**config.mk**
```make
export PLATFORM = sky130hd
export DESIGN_NAME = arbitro_memoria
export DESIGN_NICKNAME = d
export VERILOG_FILES = /design/src/rtl/arbitro_memoria_pkg.sv /design/src/rtl/arbitro_memoria_contador.sv /design/src/rtl/arbitro_memoria.sv
export SDC_FILE = /design/constraint.sdc
export NUM_CORES = 1
export LEC_CHECK = 0
export CORE_MARGIN = 2
export CORE_UTILIZATION = 41
export DETAILED_ROUTE_END_ITERATION = 6
export PLACE_DENSITY = 0.83
export SYNTH_ARGS = -nofsm -noshare
export SYNTH_HDL_FRONTEND = slang
export SYNTH_SLANG_ARGS = --single-unit
```
**constraint.sdc**
```tcl
create_clock -name clk -period 2.2 [get_ports clk]
set_clock_uncertainty 0.1 [all_clocks]
set_input_delay 0.44 -clock clk [delete_from_list [all_inputs] [get_ports clk]]
set_output_delay 0.44 -clock clk [all_outputs]
set_load 0.02 [all_outputs]
```
**src/rtl/arbitro_memoria_pkg.sv**
```systemverilog
// Shared types and default widths for the IF/MEM unified-memory arbiter.
package pkg_memoria;

  localparam int ANCHO_DIR_DEF        = 32;
  localparam int ANCHO_DATOS_DEF      = 32;
  localparam int LIMITE_INANICION_DEF = 4;
  localparam int ANCHO_CONT           = 4;

  typedef enum logic [1:0] {
    REPOSO   = 2'd0,
    SERV_IF  = 2'd1,
    SERV_DM  = 2'd2,
    DESCARTE = 2'd3
  } estado_arb_t;

  typedef struct packed {
    logic                         we;
    logic [ANCHO_DIR_DEF-1:0]     addr;
    logic [ANCHO_DATOS_DEF-1:0]   wdata;
    logic [ANCHO_DATOS_DEF/8-1:0] be;
  } peticion_mem_t;

endpackage

```
**src/rtl/arbitro_memoria_contador.sv**
```systemverilog
// Saturating count of data grants made while a fetch was waiting.
module contador_inanicion
  import pkg_memoria::*;
#(
  parameter int LIMITE_INANICION = LIMITE_INANICION_DEF
) (
  input  logic clk,
  input  logic reset,
  input  logic inc_i,
  input  logic clr_i,
  output logic sat_o
);

  localparam logic [ANCHO_CONT-1:0] LIMITE = ANCHO_CONT'(LIMITE_INANICION);

  if (LIMITE_INANICION < 1 || LIMITE_INANICION > 15) begin : g_limite_invalido
    $error("LIMITE_INANICION must be in 1..15");
  end

  logic [ANCHO_CONT-1:0] cuenta_q, cuenta_d;

  always_comb begin
    cuenta_d = cuenta_q;
    if (clr_i) begin
      cuenta_d = '0;
    end else if (inc_i && (cuenta_q != LIMITE)) begin
      cuenta_d = cuenta_q + 1'b1;
    end
  end

  always_ff @(posedge clk) begin
    if (reset) begin
      cuenta_q <= '0;
    end else begin
      cuenta_q <= cuenta_d;
    end
  end

  assign sat_o = (cuenta_q == LIMITE);

endmodule

```
**src/rtl/arbitro_memoria.sv**
```systemverilog
// Arbitrates a single-port variable-latency memory between instruction fetch
// and data access, with fetch cancellation and starvation protection.
module arbitro_memoria
  import pkg_memoria::*;
#(
  parameter int ANCHO_DIR        = ANCHO_DIR_DEF,
  parameter int ANCHO_DATOS      = ANCHO_DATOS_DEF,
  parameter int LIMITE_INANICION = LIMITE_INANICION_DEF
) (
  input  logic                     clk,
  input  logic                     reset,
  input  logic                     if_req_i,
  input  logic [ANCHO_DIR-1:0]     if_addr_i,
  input  logic                     if_flush_i,
  output logic [ANCHO_DATOS-1:0]   if_rdata_o,
  output logic                     if_valid_o,
  input  logic                     dm_req_i,
  input  logic                     dm_we_i,
  input  logic [ANCHO_DIR-1:0]     dm_addr_i,
  input  logic [ANCHO_DATOS-1:0]   dm_wdata_i,
  input  logic [ANCHO_DATOS/8-1:0] dm_be_i,
  output logic [ANCHO_DATOS-1:0]   dm_rdata_o,
  output logic                     dm_valid_o,
  output logic                     mem_req_o,
  output logic                     mem_we_o,
  output logic [ANCHO_DIR-1:0]     mem_addr_o,
  output logic [ANCHO_DATOS-1:0]   mem_wdata_o,
  output logic [ANCHO_DATOS/8-1:0] mem_be_o,
  input  logic                     mem_ack_i,
  input  logic [ANCHO_DATOS-1:0]   mem_rdata_i,
  output logic                     stall_if_o,
  output logic                     stall_mem_o
);

  // The latched request uses the package struct, so widths must match it.
  if (ANCHO_DIR != ANCHO_DIR_DEF || ANCHO_DATOS != ANCHO_DATOS_DEF) begin : g_anchos_invalidos
    $error("ANCHO_DIR/ANCHO_DATOS must match pkg_memoria defaults");
  end

  estado_arb_t            estado_q, estado_d;
  peticion_mem_t          pet_q, pet_d;
  logic [ANCHO_DATOS-1:0] if_rdata_q, dm_rdata_q;
  logic                   sat;
  logic                   conceder_if, conceder_dm;
  logic                   ack_if_ok, ack_dm;

  always_comb begin
    conceder_dm = 1'b0;
    conceder_if = 1'b0;
    if (estado_q == REPOSO) begin
      if (dm_req_i && !(if_req_i && sat)) begin
        conceder_dm = 1'b1;
      end else if (if_req_i) begin
        conceder_if = 1'b1;
      end
    end
  end

  // A flush landing on the ack cycle suppresses the fetch result.
  assign ack_if_ok = !reset && (estado_q == SERV_IF) && mem_ack_i && !if_flush_i;
  assign ack_dm    = !reset && (estado_q == SERV_DM) && mem_ack_i;

  always_comb begin
    estado_d = estado_q;
    pet_d    = pet_q;
    case (estado_q)
      REPOSO: begin
        if (conceder_dm) begin
          estado_d    = SERV_DM;
          pet_d.we    = dm_we_i;
          pet_d.addr  = dm_addr_i;
          pet_d.wdata = dm_wdata_i;
          pet_d.be    = dm_be_i;
        end else if (conceder_if) begin
          estado_d    = SERV_IF;
          pet_d.we    = 1'b0;
          pet_d.addr  = if_addr_i;
          pet_d.wdata = '0;
          pet_d.be    = '1;
        end
      end
      SERV_IF: begin
        if (mem_ack_i) begin
          estado_d = REPOSO;
        end else if (if_flush_i) begin
          estado_d = DESCARTE;
        end
      end
      SERV_DM, DESCARTE: begin
        if (mem_ack_i) begin
          estado_d = REPOSO;
        end
      end
      default: estado_d = REPOSO;
    endcase
  end

  always_ff @(posedge clk) begin
    if (reset) begin
      estado_q   <= REPOSO;
      pet_q      <= '0;
      if_rdata_q <= '0;
      dm_rdata_q <= '0;
    end else begin
      estado_q <= estado_d;
      pet_q    <= pet_d;
      if (ack_if_ok) begin
        if_rdata_q <= mem_rdata_i;
      end
      if (ack_dm) begin
        dm_rdata_q <= mem_rdata_i;
      end
    end
  end

  contador_inanicion #(
    .LIMITE_INANICION(LIMITE_INANICION)
  ) u_contador (
    .clk   (clk),
    .reset (reset),
    .inc_i (conceder_dm && if_req_i),
    .clr_i (conceder_if),
    .sat_o (sat)
  );

  assign mem_req_o   = !reset && (estado_q != REPOSO);
  assign mem_we_o    = pet_q.we;
  assign mem_addr_o  = pet_q.addr;
  assign mem_wdata_o = pet_q.wdata;
  assign mem_be_o    = pet_q.be;

  assign if_valid_o  = ack_if_ok;
  assign if_rdata_o  = ack_if_ok ? mem_rdata_i : if_rdata_q;
  assign dm_valid_o  = ack_dm;
  assign dm_rdata_o  = ack_dm ? mem_rdata_i : dm_rdata_q;

  assign stall_mem_o = !reset && dm_req_i && !ack_dm;
  assign stall_if_o  = stall_mem_o || (!reset && if_req_i && !ack_if_ok);

endmodule

```
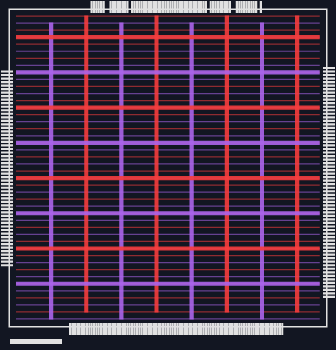
Run 1: PDN straps and rails
Scale bar: 20 um. Pins as bars on the die edge.
[red] VDD
[purple] VSS
signal pins: 277
rows: 43
met4 straps: 8
met5 straps: 8
met1 rails: 44

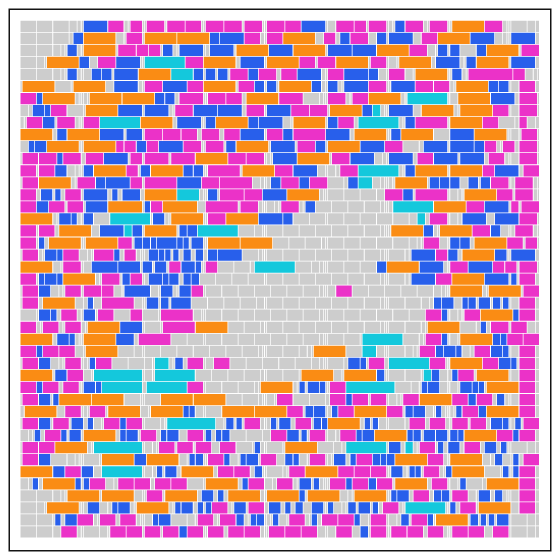
Run 1: placement by cell class
Fill, decap, tap and diode cells in gray.
[magenta] other buffers and delay cells | cells: 325
[orange] flops | cells: 139
[cyan] clock drivers and dummy loads | cells: 31
[blue] all other logic | cells: 380

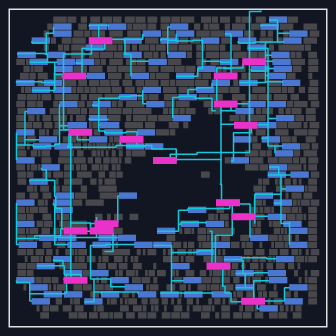
Run 1: clock distribution
[magenta] cells driving clock nets | count: 17
[blue] flip-flops | count: 139
[cyan] clock wires | length: 1720 um
routed clock nets: 18
flops lie: spread over the die

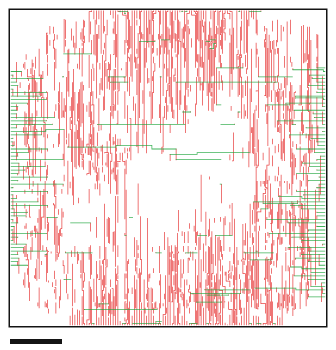
Run 1: metal layers overlaid
Scale bar: 20 um. Only two layers are drawn.
[green] met3 | wire length: 1350 um
[red] met2 | wire length: 8780 um

==> flow_summary.yaml, run 1 <==
# generated from flow reports
global_route:
  grt_overflow: 0
  grt_max_degree: 90
  antenna_found_initial: 0
  grt_pass1_vias: 5192
  track_usage_pct: 23.5
  grt_pass1_wl_mm: 27.1
synth:
  post_synth.cell_area_avg_sq_um: 10.1
  synth_nets: 706
  syn_area_sq_mm: 0.00571
  ys_area_sq_mm: 0.00571
  synthTopCellsByArea: "dfxtp_1 49%, mux2_4 14%, nor2b_1 7.2%, nor2_1 5.2%, a211oi_1 4.3%"
  synthSimpleGateAreaFrac_pct: 17.4
  synthTopCellsByCount: "139 x dfxtp_1, 79 x nor2_1, 66 x nor2b_1"
  xor_share_pct: 0
  top_area_cell: "dfxtp_1"
  ys_cells: 565
  netlist-cell-type-count: 33
  logic_family: "simple AND/OR/NAND/NOR gates"
  ys_sh_aoi_pct: 12.4
  edf_count: 0
  ys_async_sr_fraction_pct: 0
  ys_seq_share_pct: 48.7
  ff_type: "dfxtp_1"
  ys_sh_mux_pct: 16.2
  synth_cells: 565
  top_cell_area_share_pct: 48.7
  yosysWarnings: 0
  top_cell: "dfxtp_1"
  synth-adder-area-share_pct: 0.438
  ys.flops: 139
finish:
  area_delta_synth_final_pct: 71.8
  nNetsFinal: 1004
  num_antenna_cells: 0
  fill_cells: 965
  finalNonFillerCells: 1055
  final_layout_size_suffix_gt1_share_pct: 25.9
power_and_ir_drop:
  seq_power_share_pct: 37.7
  power.internal_w: 0.00541
  clock_power_share_pct: 41.3
  total_power_w: 0.00728
  leakage_nw: 4.04
  pwr-share-comb_pct: 21.0
  power_density_mw_per_mm2: 743
  peakVddDrop_v: 0.000766
  p_sw_w: 0.00187
  swShare_pct: 25.7
clock_network:
  clock_latency_ns: 0.41
  cts_buffer_depth: 2
  path_clk_slew_ns: 0.06
  h-tree-depth: 4
  hold_buffers: 0
  cts_tree: "yes"
  cts_sinks: 139
  cts_buffers: 17
  cts_root_buf: "clkbuf_16"
placed_design:
  io_buffers: 276
  dp_cells: 1000
  place_congestion: 0.794
  dp_hpwl_mm: 11.5
sta:
  drv_slew: 0
  slew_headroom_pct: 36.9
  hold_violations: 0
  setup_slack_ns: -0.161
  setup_viol: 65
  tns_ns: -6.84
  rsz0062_at_grt: "yes"
  tightest_slew_ns: 0.946
  period_minus_slack_ns: 2.36
  fmax_ghz: 0.424
  finalCritPeriodShare_pct: 107
worst_setup_path:
  endpoint_kind: "output pin"
  slowest_delay_ns: 0.33
  crit_fanout: 5
  crit_type: "register to output pin"
  path_cells: "nor2_2 > and3_4 > buf_12 > buf_12 > mux2_4 > buf_6"
  cpMaxStageDelayCell: "dfxtp_2"
  crit_path_start_kind: "register"
  startpoint: "estado_q[1]"
  cpMostUsedCell: "buf_12"
  arrival_ns: 1.82
  required_ns: 1.66
  reg2reg_from: "estado_q[1]"
floorplan:
  coreArea_sq_mm: 0.0137
  fp.dieW_um: 122
  die_h_um: 122
  dieArea_sq_mm: 0.0149
  ios: 277
  initCoreUtil_pct: 41.6
  rows: 43
detailed_routing:
  drt_wl_total_mm: 17.9
  routedWlPerCell_um: 16.9
  viasPerCell: 4.96
  vias: 5230
  dr.pass1.iters: 4
  drt.antenna.violating_nets: 0
  drtIter0Drc: 256
  drc: 0
min_path:
  hold_class: "input port to register"
  min-delay-start: "mem_ack_i"
run:
  warnings: 29
  cap_violations: 0
status:
  status: "complete, but fails checks"
  violations: "negative setup slack"
-- run 1: power groups by stage --
stage / clock [W] / sequential (W) / combinational, W
final: 0.00301 / 0.00275 / 0.00153
after global routing: 0.00316 / 0.00276 / 0.00164
after CTS: 0.00305 / 0.00275 / 0.00153
after detailed placement: 0 / 0.00280 / 0.00146
after global placement: 0 / 0.00279 / 0.00144
after floorplan: 0 / 0.00295 / 0.000562
-- run 1: worst max-delay path, delay by kind of cell (launching register included) --
kind	cells	cell delay, ns
buffers and inverters	3	0.38
multiplexers	1	0.32
AND/OR/NAND/NOR	2	0.37
flip-flops	1	0.33
-- run 1: final timing paths --
path,endpoint,slack [ns],cells after the start
max,if_rdata_o[23],-0.16,6
min,estado_q[1],0.35,5
max reg2reg,if_rdata_q[4],0.33,8
min reg2reg,mem_be_o[3],0.39,2
-- run 1: routing by layer --
| metal | up-vias | track usage, % | share of wire, % |
|---|---|---|---|
| met2 | 203 | 40.3 | 49 |
| li1 | 2534 | - | - |
| met1 | 2448 | 26.4 | 40 |
| met4 | 0 | 12.1 | 3.6 |
| met3 | 45 | 6.98 | 7.6 |
| met5 | - | 0 | 0 |
-- run 1: metrics by stage --
| step | setup WS, ns | utilization [%] | cell area (sq um) | hold slack [ns] |
|---|---|---|---|---|
| 2_1_floorplan | 0.115 | - | 5710 | 0.362 |
| 6_report | -0.161 | 71.5 | 9810 | 0.351 |
| 3_3_place_gp | -0.766 | 63.4 | 8700 | 0.375 |
| 5_1_grt | -0.221 | 71.5 | 9810 | 0.386 |
| 3_5_place_dp | -0.821 | 63.4 | 8700 | 0.379 |
| 4_1_cts | -0.228 | 71.8 | 9840 | 0.389 |
-- run 1: cell usage in the layout (no fill, tap or decap), types with 2 or more instances in the layout --
cell type / synthesis / final
clkdlybuf4s50_1: 0 / 204
dfxtp_1: 139 / 137
nor2_1: 79 / 77
buf_6: 8 / 73
nor2b_1: 66 / 66
mux2_4: 54 / 64
nand2_1: 37 / 37
a21oi_1: 38 / 37
a22oi_1: 33 / 33
a211oi_1: 33 / 33
buf_4: 4 / 26
clkbuf_16: 0 / 17
buf_12: 0 / 11
clkinv_2: 0 / 5
buf_8: 0 / 5
nor3_1: 4 / 4
bufinv_16: 0 / 4
nand3_1: 3 / 3
clkinv_4: 0 / 3
inv_1: 2 / 2
nor2_2: 1 / 2
nand2b_4: 0 / 2
nand4b_1: 2 / 2
ha_1: 2 / 2
clkbuf_8: 0 / 2
dfxtp_2: 0 / 2
clkbuf_2: 0 / 2
-- run 1: cell type report --
class / instances / area, sq um / share of cell area [%]
multi-input cells: 378 / 2750 / 28.0
clock inverters: 12 / 171 / 1.75
well taps: 180 / 225 / 2.30
clock buffers: 19 / 453 / 4.62
inverters: 2 / 7.51 / 0.0766
repair buffers: 325 / 3420 / 34.9
flip-flops and latches: 139 / 2790 / 28.4
-- run 1: timing repair --
item	4_1_cts	5_1_grt
pin swaps	3	4
endpoints found under the hold margin	0	0
setup endpoints to repair	69	69
setup buffers	22	5
gates cloned	4	0
gates resized	442	11
-- run 1: logic make-up after synthesis --
group / count (synthesis)
AOI/OAI and AO/OA: 108
muxes: 64
buffers and inverters: 48
adders and majority gates: 2
DFF: 139
and+or+nand+nor: 204
Run 1, clock nets:
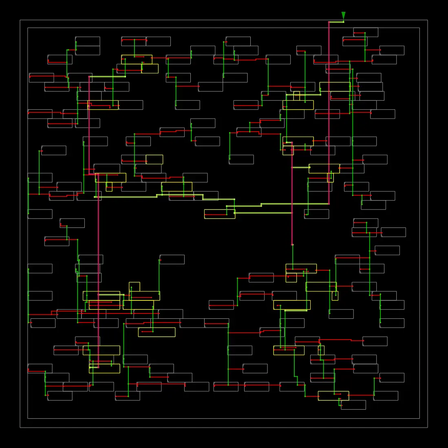

==> run 2: changes to the inputs <==
--- a/config.mk
+++ b/config.mk
@@ -5,8 +5,9 @@
 export SDC_FILE = /design/constraint.sdc
 export NUM_CORES = 1
 export LEC_CHECK = 0
+export ABC_AREA = 1
 export CORE_MARGIN = 2
-export CORE_UTILIZATION = 41
+export CORE_UTILIZATION = 42
 export DETAILED_ROUTE_END_ITERATION = 6
 export PLACE_DENSITY = 0.83
 export SYNTH_ARGS = -nofsm -noshare
==> constraint.sdc (replaced) <==
create_clock -name clk -period 2.2 [get_ports clk]
set_clock_uncertainty 0.1 [all_clocks]
set_input_delay 0.44 -clock clk [delete_from_list [all_inputs] [get_ports clk]]
set_output_delay 0.44 -clock clk [all_outputs]
set_load 0.1 [all_outputs]
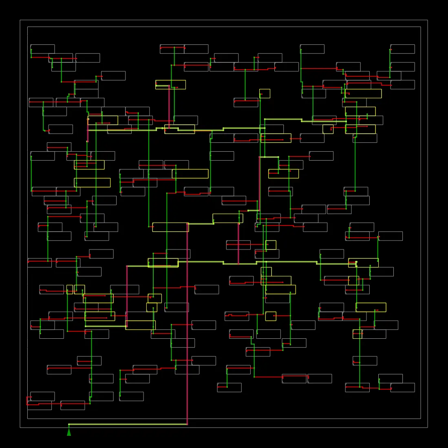
Run 2: clock nets
flop count: 139
clk sinks: 139
CLK BUF: 17
clock-net power: 0.00313 W

==> flow_summary.yaml, run 2 <==
# generated from flow reports
clock_network:
  cts_tree: "yes"
  path_clk_slew_ns: 0.06
  cts_root_buf: "clkbuf_16"
  hold_buffers: 0
  clock_latency_ns: 0.42
  cts_buffer_depth: 2
  cts_buffers: 17
  h-tree-depth: 4
sta:
  rsz0062_at_grt: "yes"
  finalCritPeriodShare_pct: 109
  setup_slack_ns: -0.204
  slew_headroom_pct: 66.6
  period_minus_slack_ns: 2.40
  setup_viol: 66
  tightest_slew_ns: 0.502
  fmax_ghz: 0.416
  drv_slew: 0
  whs_ns: 0.333
  hold_violations: 0
placed_design:
  io_buffers: 276
  pre_cts_ws_ns: -0.431
  dp_hpwl_mm: 13.5
  dp_cells: 1292
  place_congestion: 0.839
global_route:
  track_usage_pct: 26.5
  antenna_found_initial: 1
  grt_pass1_wl_mm: 33.3
  grt_pass1_vias: 6631
  grt_max_degree: 103
  grt_overflow: 0
worst_setup_path:
  r2r_slack_ns: 0.35
  cp.depth: 8
  reg2reg_from: "estado_q[1]"
  endpoint_kind: "output pin"
  crit_type: "register to output pin"
  r2r-end: "mem_addr_o[23]"
  crit_path_start_kind: "register"
  crit_fanout: 8
  path_buffers: 5
  cp_top_family: "buffers and inverters"
  arrival_ns: 1.86
  r2r_cells: 10
  cpMaxStageDelayCell: "dfxtp_4"
  slowest_delay_ns: 0.35
  required_ns: 1.66
  path_cells: "buf_6 > nand3_4 > inv_8 > buf_16 > or2_4 > o21ai_4 > clkinvlp_4 > buf_12"
floorplan:
  rows: 44
  initCoreUtil_pct: 42.4
  dieArea_sq_mm: 0.0155
  die_h_um: 124
  coreArea_sq_mm: 0.0144
  fp.dieW_um: 124
  ios: 277
synth:
  synthTopCellsByCount: "150 x nand2_1, 139 x dfxtp_1, 111 x inv_1"
  top_area_cell: "dfxtp_1"
  yosysWarnings: 0
  ff_type: "dfxtp_1"
  synth_nets: 959
  post_synth.cell_area_avg_sq_um: 7.45
  logic_family: "simple AND/OR/NAND/NOR gates"
  top_cell: "nand2_1"
  ys.flops: 139
  ys_area_sq_mm: 0.00610
  synth-adder-area-share_pct: 0.411
  ys_seq_share_pct: 45.6
  ys_cells: 818
  netlist-cell-type-count: 35
  synth_cells: 818
  synthSimpleGateAreaFrac_pct: 27.8
  ys_sh_aoi_pct: 13.6
  ys_sh_mux_pct: 0
  syn_area_sq_mm: 0.00610
  synthTopCellsByArea: "dfxtp_1 46%, nand2_1 9.2%, inv_1 6.8%, or2_1 4.6%, nor2_1 4.2%"
  xor_share_pct: 0.287
  edf_count: 0
  top_cell_area_share_pct: 45.6
  ys_async_sr_fraction_pct: 0
finish:
  fill_cells: 831
  final_common_cell: "buf_4"
  nNetsFinal: 1304
  area_delta_synth_final_pct: 91.3
  final_layout_size_suffix_gt1_share_pct: 39.9
  comb_area_sq_mm: 0.00317
  finalNonFillerCells: 1361
  mostFrequentLayoutCells: "155 x buf_4, 150 x nand2_1, 137 x dfxtp_1"
  flop_area_sq_mm: 0.00279
power_and_ir_drop:
  peakVddDrop_v: 0.000673
  total_power_w: 0.0102
  leakage_nw: 5.40
  power_density_mw_per_mm2: 870
detailed_routing:
  drc: 0
  vias: 6903
  dr.pass1.iters: 5
  drtIter0Drc: 476
  drt_wl_total_mm: 24.1
  routedWlPerCell_um: 17.7
  viasPerCell: 5.07
  drt.antenna.violating_nets: 0
min_path:
  hold_depth: 5
  min-delay-start: "mem_ack_i"
  hold_end: "estado_q[1]"
  hold_class: "input port to register"
run:
  cap_violations: 0
  warnings: 32
status:
  violations: "negative setup slack"
  status: "complete, but fails checks"
==> run 2: cell types whose count changed after synthesis, moves of 21 or more <==
cell and delta:
nand2_1 +113, inv_1 +109, nor2b_1 -66, mux2_4 -54, o21ai_0 +50, or2_1 +45
a211oi_1 -33, a22oi_1 -33, nand3_1 +32, nand4_1 +31, o21a_1 +31, or2_2 +21
==> run 2: tightest hold or removal path, stage by stage <==
cell      delay, ns
clkbuf_2       0.10
inv_4          0.04
buf_4          0.13
nand2_1        0.05
a21oi_1        0.05
==> run 2: layout make-up <==
type | instances | area share, %
diodes | 1 | 0.0215
multi-input cells | 508 | 27.2
well taps | 184 | 1.97
clock buffers | 17 | 3.65
clock inverters | 15 | 1.83
flip-flops and latches | 139 | 23.9
inverters | 116 | 4.38
repair buffers | 381 | 37.1
==> run 2: cells by family after synthesis <==
kind of cell | count (synthesis)
adder cells (fa/ha/maj) | 2
AND/OR/NAND/NOR | 361
buffers and inverters | 171
flip-flops | 139
XOR/XNOR | 2
AND-OR/OR-AND | 143
==> run 2: per-layer routing <==
| layer | vias up | share of wire [%] | track usage (%) |
|---|---|---|---|
| li1 | 3266 | - | - |
| met1 | 3224 | 37 | 28.9 |
| met2 | 326 | 51 | 46.4 |
| met3 | 87 | 6.3 | 7.90 |
| met4 | 0 | 5.8 | 13.5 |
| met5 | - | 0 | 0 |
==> run 2: timing repair <==
item / CTS / global route
pin swaps: 6 / 12
resized: 113 / 95
endpoints found under the setup margin: 68 / 68
buffers inserted: 12 / 16
cloned: 2 / 6
==> run 2: where the power goes <==
| part | internal (W) | switching [W] | total (W) | leakage (nW) |
|---|---|---|---|---|
| Sequential | 0.00274 | 0.000110 | 0.00285 | 1.14 |
| Combinational | 0.00135 | 0.00282 | 0.00417 | 3.95 |
| Clock | 0.00192 | 0.00121 | 0.00313 | 0.310 |
==> run 2: how the worst max path moves through the flow <==
stage	from	endpoint	slack, ns
6_report	estado_q[1]	dm_rdata_o[17]	-0.20
4_1_cts	estado_q[0]	if_rdata_o[12]	-0.18
5_1_grt	estado_q[1]	dm_rdata_o[12]	-0.27
2_1_floorplan	mem_ack_i	stall_if_o	-0.04
3_5_place_dp	mem_ack_i	if_rdata_o[3]	-0.43
3_3_place_gp	mem_ack_i	if_rdata_o[24]	-0.43
==> run 2: through the flow <==
stage	area [sq um]	util [%]	setup TNS, ns
after floorplan	6240	-	-0.0552
after global placement	10000	69.7	-23.27
after detailed placement	10000	69.7	-23.98
after CTS	11000	76.9	-8.38
after global routing	11700	81.2	-13.02
final	11700	81.2	-7.97
Run 2, PDN straps and rails:
Scale bar: 20 um. Pins as bars on the die edge.
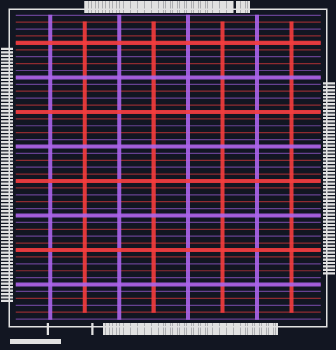

==> run 3: changes to the inputs <==
--- a/config.mk
+++ b/config.mk
@@ -6,7 +6,6 @@
 export NUM_CORES = 1
 export LEC_CHECK = 0
 export ABC_AREA = 1
-export CORE_MARGIN = 2
 export CORE_UTILIZATION = 42
 export DETAILED_ROUTE_END_ITERATION = 6
 export PLACE_DENSITY = 0.83
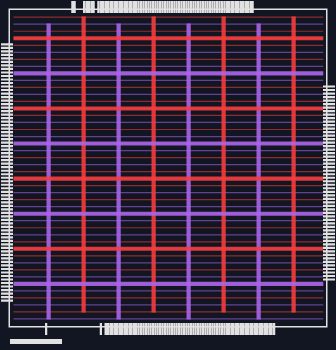
Run 3: PDN straps and rails
Scale bar: 20 um. Pins as bars on the die edge.
[red] VDD
[purple] VSS
rows: 43
signal pins: 277
met1 rails: 44
met5 straps: 8
met4 straps: 8

==> flow_summary.yaml, run 3 <==
# generated from flow reports
synth:
  edf_count: 0
  synth_cells: 818
  ys_async_sr_fraction_pct: 0
  ys_area_sq_mm: 0.00610
  top_cell_area_share_pct: 45.6
  yosysWarnings: 0
  netlist-cell-type-count: 35
  top_cell: "nand2_1"
  ff_type: "dfxtp_1"
  post_synth.cell_area_avg_sq_um: 7.45
  ys_seq_share_pct: 45.6
  top_area_cell: "dfxtp_1"
  synthTopCellsByCount: "150 x nand2_1, 139 x dfxtp_1, 111 x inv_1"
  synth_nets: 959
  ys.flops: 139
  synthTopCellsByArea: "dfxtp_1 46%, nand2_1 9.2%, inv_1 6.8%, or2_1 4.6%, nor2_1 4.2%"
global_route:
  grt_pass1_vias: 6888
  grt_max_degree: 80
  antenna_found_initial: 0
  grt_pass1_wl_mm: 33.1
power_and_ir_drop:
  leakage_nw: 5.31
  power_density_mw_per_mm2: 878
  peakVddDrop_v: 0.000718
floorplan:
  coreArea_sq_mm: 0.0140
  ios: 277
  dieArea_sq_mm: 0.0150
  rows: 43
  initCoreUtil_pct: 43.4
  fp.dieW_um: 122
worst_setup_path:
  slowest_delay_ns: 0.36
  cpMostUsedCell: "buf_12"
  endpoint_kind: "output pin"
  arrival_ns: 1.84
  crit_path_start_kind: "register"
  crit_fanout: 19
  cpMaxStageDelayCell: "dfxtp_4"
  path_cells: "inv_4 > nand3_2 > inv_2 > buf_12 > or2_2 > o21ai_4 > clkinvlp_4 > buf_12"
sta:
  period_minus_slack_ns: 2.38
  tightest_slew_ns: 0.876
  finalCritPeriodShare_pct: 108
  drv_slew: 0
  fmax_ghz: 0.421
  hold_violations: 0
  setup_slack_ns: -0.178
  slew_headroom_pct: 41.6
  setup_viol: 61
finish:
  nNetsFinal: 1307
  flop_area_sq_mm: 0.00279
  mostFrequentLayoutCells: "169 x buf_4, 150 x nand2_1, 137 x dfxtp_1"
  fill_cells: 784
  final_area_sq_mm: 0.0113
  comb_area_sq_mm: 0.00300
  final_common_cell: "buf_4"
detailed_routing:
  drtIter0Drc: 426
  viasPerCell: 4.98
  routedWlPerCell_um: 16.3
  drc: 0
  dr.pass1.iters: 4
  vias: 6764
  drt.antenna.violating_nets: 0
  drt_wl_total_mm: 22.2
clock_network:
  cts_buffers: 17
  cts_buffer_depth: 2
  hold_buffers: 0
  cts_tree: "yes"
  path_clk_slew_ns: 0.06
  cts_root_buf: "clkbuf_16"
  cts_sinks: 139
run:
  warnings: 30
  cap_violations: 0
status:
  status: "complete, but fails checks"
  violations: "negative setup slack"
placed_design:
  io_buffers: 276
  pre_cts_ws_ns: -0.432
  dp_hpwl_mm: 13.6
  placed_area_sq_mm: 0.0101
min_path:
  hold_class: "register to register"
-- run 3: worst max-delay path, delay by kind of cell (launching register included) --
family | cells | cell delay (ns)
AND-OR/OR-AND | 1 | 0.09
buffers and inverters | 5 | 0.57
flip-flops | 1 | 0.36
AND/OR/NAND/NOR | 2 | 0.39
-- run 3: final timing paths --
kind                     from        endpoint  slack [ns]  cells after the start
setup / recovery  estado_q[0]  dm_rdata_o[17]       -0.18                      8
hold / removal    mem_be_o[2]     mem_be_o[2]        0.35                      2
setup reg to reg  estado_q[1]  mem_addr_o[19]        0.41                      8
hold reg to reg   mem_be_o[2]     mem_be_o[2]        0.35                      2
-- run 3: area by class of cell --
| class | instances | share of cell area [%] |
|---|---|---|
| sequential | 139 | 24.6 |
| clock buffer | 20 | 4.03 |
| multi-input combinational | 508 | 26.5 |
| clock inverter | 11 | 1.48 |
| tap | 180 | 1.99 |
| timing repair buffer | 384 | 37.0 |
| antenna | 1 | 0.0221 |
| inverter | 116 | 4.39 |
-- run 3: kinds of logic after synthesis --
| family | count (synthesis) | share of synthesized area [%] |
|---|---|---|
| compound gates | 143 | 13.6 |
| xor+xnor | 2 | 0.287 |
| fa+ha+maj | 2 | 0.410 |
| buf+inv | 171 | 12.2 |
| flops | 139 | 45.6 |
| simple gates | 361 | 27.8 |
-- run 3: per-layer routing --
| metal | up-vias | track usage [%] | routed length [um] |
|---|---|---|---|
| met5 | - | 0 | 0 |
| met2 | 254 | 52.1 | 11500 |
| met4 | 0 | 13.6 | 886 |
| met1 | 3180 | 30.1 | 8520 |
| li1 | 3268 | - | - |
| met3 | 62 | 8.09 | 1310 |
-- run 3: what timing repair did --
item | in CTS | in global routing
endpoints found under the setup margin | 68 | 66
gates resized | 115 | 40
pin swaps | 2 | 2
gates cloned | 0 | 0
setup buffers | 23 | 10
-- run 3: power by group --
group          switching [W]  internal [W]  total (W)
clock                0.00111       0.00195    0.00306
combinational        0.00277       0.00128    0.00405
sequential          0.000108       0.00274    0.00284
-- run 3: per-stage QoR --
step                      util [%]  hold slack, ns  power (W)  TNS, ns  instances
after CTS                     79.1           0.354    0.00988    -4.39       1348
after global routing          80.7           0.366     0.0103    -9.08       1358
after detailed placement      71.8           0.344    0.00674   -24.47       1294
final                         80.7           0.349    0.00995    -4.71       1359
after floorplan                  -           0.340    0.00553  -0.0552        818
after global placement        71.8           0.336    0.00669   -22.33       1294
Power and IR drop assume default switching activity.
